--- src/rtl/dtw_ref_stream.sv ---
// Reference-memory read sequencer for the DTW core: issues addresses, absorbs the
// memory's 1-cycle read latency and streams samples through a 4-entry valid/ready buffer.
module dtw_ref_stream #(
   parameter int unsigned WIDTH            = 16,
   parameter int unsigned REFMEM_PTR_WIDTH = 20
) (
   input  logic                        clk,
   input  logic                        rstn,
   input  logic                        start_in,
   input  logic                        abort_in,
   input  logic [REFMEM_PTR_WIDTH-1:0] ref_len_in,
   input  logic                        load_done_in,
   output logic [REFMEM_PTR_WIDTH-1:0] ref_read_addr_out,
   input  logic [WIDTH-1:0]            ref_data_in,
   output logic [WIDTH-1:0]            sample_data_out,
   output logic                        sample_valid_out,
   input  logic                        sample_ready_in,
   output logic                        sample_last_out,
   output logic [REFMEM_PTR_WIDTH-1:0] sample_idx_out,
   output logic                        busy_out,
   output logic                        done_out,
   output logic [1:0]                  dbg_state_out
);

   localparam int unsigned PW = REFMEM_PTR_WIDTH;

   typedef enum logic [1:0] {
      S_IDLE  = 2'd0,
      S_FETCH = 2'd1,
      S_DRAIN = 2'd2,
      S_DONE  = 2'd3
   } state_t;

   state_t           r_state;
   logic [PW-1:0]    r_len;
   logic [PW-1:0]    r_next_addr;
   logic [PW-1:0]    r_addr;
   logic [PW-1:0]    r_pop_cnt;
   logic             r_iss1;
   logic             r_iss2;
   logic [WIDTH-1:0] r_buf [4];
   logic [1:0]       r_wptr;
   logic [1:0]       r_rptr;
   logic [2:0]       r_occ;
   logic             r_done;

   logic             w_valid;
   logic             w_pop;
   logic             w_push;
   logic [1:0]       w_in_flight;
   logic [3:0]       w_pending;
   logic             w_issue;
   logic [2:0]       w_occ_next;

   // r_iss1: address on the bus this cycle; r_iss2: its data is on ref_data_in now
   always_comb begin
      w_valid     = (r_occ != 3'd0);
      w_pop       = w_valid && sample_ready_in;
      w_push      = r_iss2;
      w_in_flight = {1'b0, r_iss1} + {1'b0, r_iss2};
      w_pending   = 4'(r_occ) + 4'(w_in_flight);
      w_issue     = (r_state == S_FETCH) && (r_next_addr != r_len) && (w_pending < 4'd4);
      w_occ_next  = r_occ + 3'(w_push) - 3'(w_pop);
   end

   always_ff @(posedge clk or negedge rstn) begin
      if (!rstn) begin
         r_state     <= S_IDLE;
         r_len       <= '0;
         r_next_addr <= '0;
         r_addr      <= '0;
         r_pop_cnt   <= '0;
         r_iss1      <= 1'b0;
         r_iss2      <= 1'b0;
         r_wptr      <= '0;
         r_rptr      <= '0;
         r_occ       <= '0;
         r_done      <= 1'b0;
         for (int unsigned i = 0; i < 4; i++) begin
            r_buf[i] <= '0;
         end
      end else begin
         r_done <= 1'b0;
         case (r_state)
            S_IDLE: begin
               if (start_in && load_done_in) begin
                  r_pop_cnt <= '0;
                  r_wptr    <= '0;
                  r_rptr    <= '0;
                  r_occ     <= '0;
                  r_iss2    <= 1'b0;
                  if (ref_len_in != '0) begin
                     r_len       <= ref_len_in;
                     r_addr      <= '0;
                     r_next_addr <= PW'(1);
                     r_iss1      <= 1'b1;
                     r_state     <= S_FETCH;
                  end else begin
                     r_iss1  <= 1'b0;
                     r_done  <= 1'b1;
                     r_state <= S_DONE;
                  end
               end
            end

            S_FETCH, S_DRAIN: begin
               if (abort_in) begin
                  r_iss1  <= 1'b0;
                  r_iss2  <= 1'b0;
                  r_wptr  <= '0;
                  r_rptr  <= '0;
                  r_occ   <= '0;
                  r_done  <= 1'b1;
                  r_state <= S_DONE;
               end else begin
                  r_iss1 <= w_issue;
                  r_iss2 <= r_iss1;
                  if (w_issue) begin
                     r_addr      <= r_next_addr;
                     r_next_addr <= r_next_addr + PW'(1);
                  end
                  if (w_push) begin
                     r_buf[r_wptr] <= ref_data_in;
                     r_wptr        <= r_wptr + 2'd1;
                  end
                  if (w_pop) begin
                     r_rptr    <= r_rptr + 2'd1;
                     r_pop_cnt <= r_pop_cnt + PW'(1);
                  end
                  r_occ <= w_occ_next;
                  // Completion needs no data in flight and the buffer empty after this pop
                  if ((r_state == S_FETCH) && (r_next_addr == r_len)) begin
                     r_state <= S_DRAIN;
                  end else if ((r_state == S_DRAIN) && (w_in_flight == 2'd0) &&
                               (w_occ_next == 3'd0)) begin
                     r_done  <= 1'b1;
                     r_state <= S_DONE;
                  end
               end
            end

            S_DONE: begin
               r_state <= S_IDLE;
            end

            default: begin
               r_state <= S_IDLE;
            end
         endcase
      end
   end

   always_comb begin
      ref_read_addr_out = r_addr;
      sample_valid_out  = w_valid;
      sample_data_out   = r_buf[r_rptr];
      sample_idx_out    = r_pop_cnt;
      sample_last_out   = w_valid && (r_pop_cnt == (r_len - PW'(1)));
      busy_out          = (r_state != S_IDLE);
      done_out          = r_done;
      dbg_state_out     = r_state;
   end

endmodule

--- config.mk ---
export PLATFORM = sky130hd
export DESIGN_NAME = dtw_ref_stream
export DESIGN_NICKNAME = d
export VERILOG_FILES = /design/src/rtl/dtw_ref_stream.sv
export SDC_FILE = /design/constraint.sdc
export NUM_CORES = 1
export LEC_CHECK = 0
export CORE_MARGIN = 3
export CORE_UTILIZATION = 56
export CTS_CLUSTER_DIAMETER = 120
export DETAILED_ROUTE_END_ITERATION = 6
export GPL_ROUTABILITY_DRIVEN = 1
export PLACE_DENSITY = 0.8
export SYNTH_ARGS = -nofsm -noshare
export SYNTH_HDL_FRONTEND = slang
export SYNTH_SLANG_ARGS = --single-unit
--- constraint.sdc ---
create_clock -name clk -period 3.84 [get_ports clk]
set_input_delay 0.768 -clock clk [delete_from_list [all_inputs] [get_ports clk]]
set_output_delay 0.768 -clock clk [all_outputs]
set_load 0.01 [all_outputs]
==> reports/results.txt <==
status -> finished clean
slew margin rel. -> 26.85%
Post-synth EDFFs -> 0
die width -> 129.3 um
Clock power frac -> 22.8%
Max VDD drop -> 0.4329 mV
non-filler cells in the finished layout -> 1,065
xor/xnor cell area share of the yosys netlist -> 6.377%
Critical Path Fanout Max -> 5
Max Transition Viols Final -> 0
first-pass GRT wire length -> 33,310 um
initial antenna violation count -> 0
cell count after synthesis -> 772
Net Switching -> 0.002710 W
total power -> 0.007232 W
DP Worst Slack -> 0.2568 ns
fin nets -> 929
Top Layout Cells -> 156 x dfrtp_1, 101 x clkdlybuf4s50_1, 87 x mux2_2, 77 x nand2_1, 47 x o21ai_0
M1 GR Usage -> 32.24%
uppermost layer routed -> met4
RSZ-0062 raised after global routing -> false
Yosys cell types -> 78
clock group total power -> 0.00165 W
Comb power frac -> 42.4%
via count of the routed design -> 6,431
Final Instance Area -> 10,260 um^2
met2 usage in global routing -> 43.11%
share of the synthesized area in the top cell type -> 45.84%
Lkg Pwr -> 4.445 nW
die footprint -> 16,720 um^2
Critical Path Start Type -> flop
Worst-path clk slew -> 0.06 ns
met3 Use GR -> 5.153%
Final ANT Viol Nets -> 0
core area -> 14,700 um^2
FMAX -> 0.2728 GHz
CP delay by family, top -> simple AND/OR/NAND/NOR gates
R2R setup slack -> 0.68 ns
Setup crit end kind -> output port
Worst-Margin Slew -> 1.097 ns
share of cells above drive strength 1 -> 20.43%
P_comb -> 0.00306 W
CTS Hold Buffers Added -> 0
fin crit period -> 3.665 ns
initial drt markers -> 404
top cells by count -> 156 x dfrtp_1, 87 x mux2_2, 77 x nand2_1, 48 x o21ai_0, 42 x xnor2_1
dpl cell area -> 9677 um^2
FP Util -> 57.93%
critical-path cell list -> inv_1 -> ha_1 -> or4b_4 -> nor3b_4 -> mux2_2 -> o21ai_0 -> o221ai_1 -> nor4_2 -> clkbuf_2
vias in the first global route -> 6,694
R2R depth -> 12
WL per Instance -> 18.87 um
syn nets -> 833
fa+ha+maj area frac -> 2.880%
Yosys Instances -> 772
RR Endpoint -> dbg_state_out[0]$_DFFE_PN0P_
Filler cells -> 1,083
skew final -> 0.01238 ns
AO/OA Area Share -> 9.168%
cts bufs inserted -> 17
critical path launch point -> r_len[1]$_DFFE_PN0P_
min-delay src -> ref_read_addr_out[7]$_DFFE_PN0P_
post-CTS setup buffer count -> 0
die height -> 129.3 um
Hold Path Cell Cnt -> 2
Comb area -> 4279 um^2
dpl hpwl -> 14,420 um
CTS tree -> done
wl on met1 -> 8494 um
row count -> 44
WS Path Type -> flop to output port
cycle use final -> 95.45%
worst setup margin -> 0.1746 ns
CTS resizes -> 1
DRT Pass-1 Iters -> 5
largest net degree at the start of global routing -> 121
Main synth FF type -> dfrtp_1
GPL Wtd Cong -> 0.8553
register area -> 3904 um^2
CTS sink count -> 156
Worst Hold End -> ref_read_addr_out[7]$_DFFE_PN0P_
setup TNS -> 0 ns
Seq group -> 0.00252 W
clk buf depth -> 2
final hold vios -> 0
reg2reg start -> r_occ[1]$_DFFE_PN0P_
max_cap viols -> 0
Synth Cell Area -> 8516 um^2
Seq/Total Area, Yosys -> 45.84%
most frequent cell after synthesis -> dfrtp_1
cell taking the most area after synthesis -> dfrtp_1
Top cells by area -> dfrtp_1 46%, mux2_2 12%, xnor2_1 4.3%, mux4_2 4.2%, nand2_1 3.4%
final wirelength -> 20,100 um
count of warnings emitted by yosys -> 0
FFs w/ async S/R, synth -> 100.0%
number of diodes -> 0
PD cells -> 704.6 nW/um^2
Yosys chip area -> 8516 um^2
total track usage -> 25.07%
Pint -> 0.004521 W
routed wl met3 -> 960 um
Root Buffer -> clkbuf_16
GR Overflow Total -> 0
Commonest Layout Cell -> dfrtp_1
Avg Cell Area, Syn -> 11.03 um^2
Remaining DRCs -> 0
slowest stage delay, CP -> 0.53 ns
insertion delay to the later sink of the worst-skew pair -> 0.43 ns
Pwr top -> combinational cells
Flop pwr share -> 34.8%
Critical-path top delay cell -> or4b_4
HP Class -> flop to flop
crit path DRT -> 3.07 ns
WHS -> 0.4764 ns
Simple-Gate Fraction of Synth Area -> 15.47%
area delta synth->final -> 20.53%
htree depth -> 4
register bit total from synthesis -> 156
CP arrival -> 2.90 ns
Top logic family -> multiplexers
setup violators final -> 0
mux share -> 16.21%
switch share -> 37.48%
tool warnings -> 37
via/cell ratio -> 6.038
placed insts -> 1,033
Most Used Layer, Global Route -> met2
Buf+Inv Stages, Crit Path -> 2
Ports -> 104
## flip-flops by register name, indices dropped and copies added (netlist names)
register and flops:
dbg_state_out 2, done_out 1, r_buf 64, r_iss1 1, r_iss2 1, r_len 20
r_next_addr 20, r_occ 3, r_rptr 2, r_wptr 2, ref_read_addr_out 20, sample_idx_out 20
## how the worst max path moves through the flow
stage	endpoint	slack [ns]	depth (start not counted)
global route	sample_last_out	0.07	9
detailed placement	sample_last_out	0.26	9
CTS	sample_last_out	0.06	9
finish	sample_last_out	0.17	9
global placement	sample_last_out	0.27	9
floorplan	sample_last_out	0.68	9
## cell type report
cell class              instances  share of cell area [%]
inverters                      21                  0.7680
clock inverters                15                   1.499
flip-flops and latches        156                   38.03
repair buffers                125                   11.62
multi-input cells             547                   41.69
clock buffers                  17                   4.145
well taps                     184                   2.243
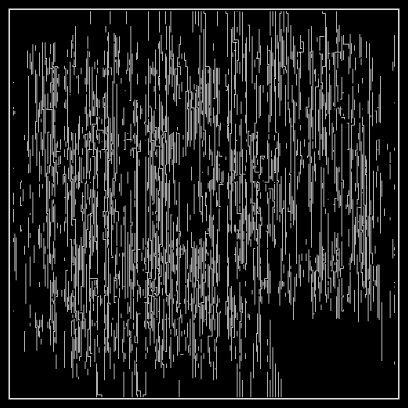
(images/layer_met2.png)
Drawn at 3 px/um.
longest straight run: 78.5 um
wire length on this layer: 10,400 um
nets with wire on the layer: 834

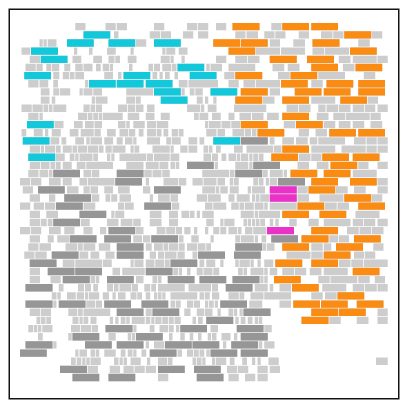
(images/flops_by_reg.png)
Drawn at 3 px/um. Other sequential cells in the stronger grey, the rest of the logic in the fainter grey.
[orange] r_buf | placed flops: 64
[magenta] r_occ | placed flops: 3
[cyan] sample_idx_out | placed flops: 20
not coloured: 69
Final Util: 69.82%
Seq area share: 38.03%

Power figures rest on the tool's default switching activity, not on a simulated workload.
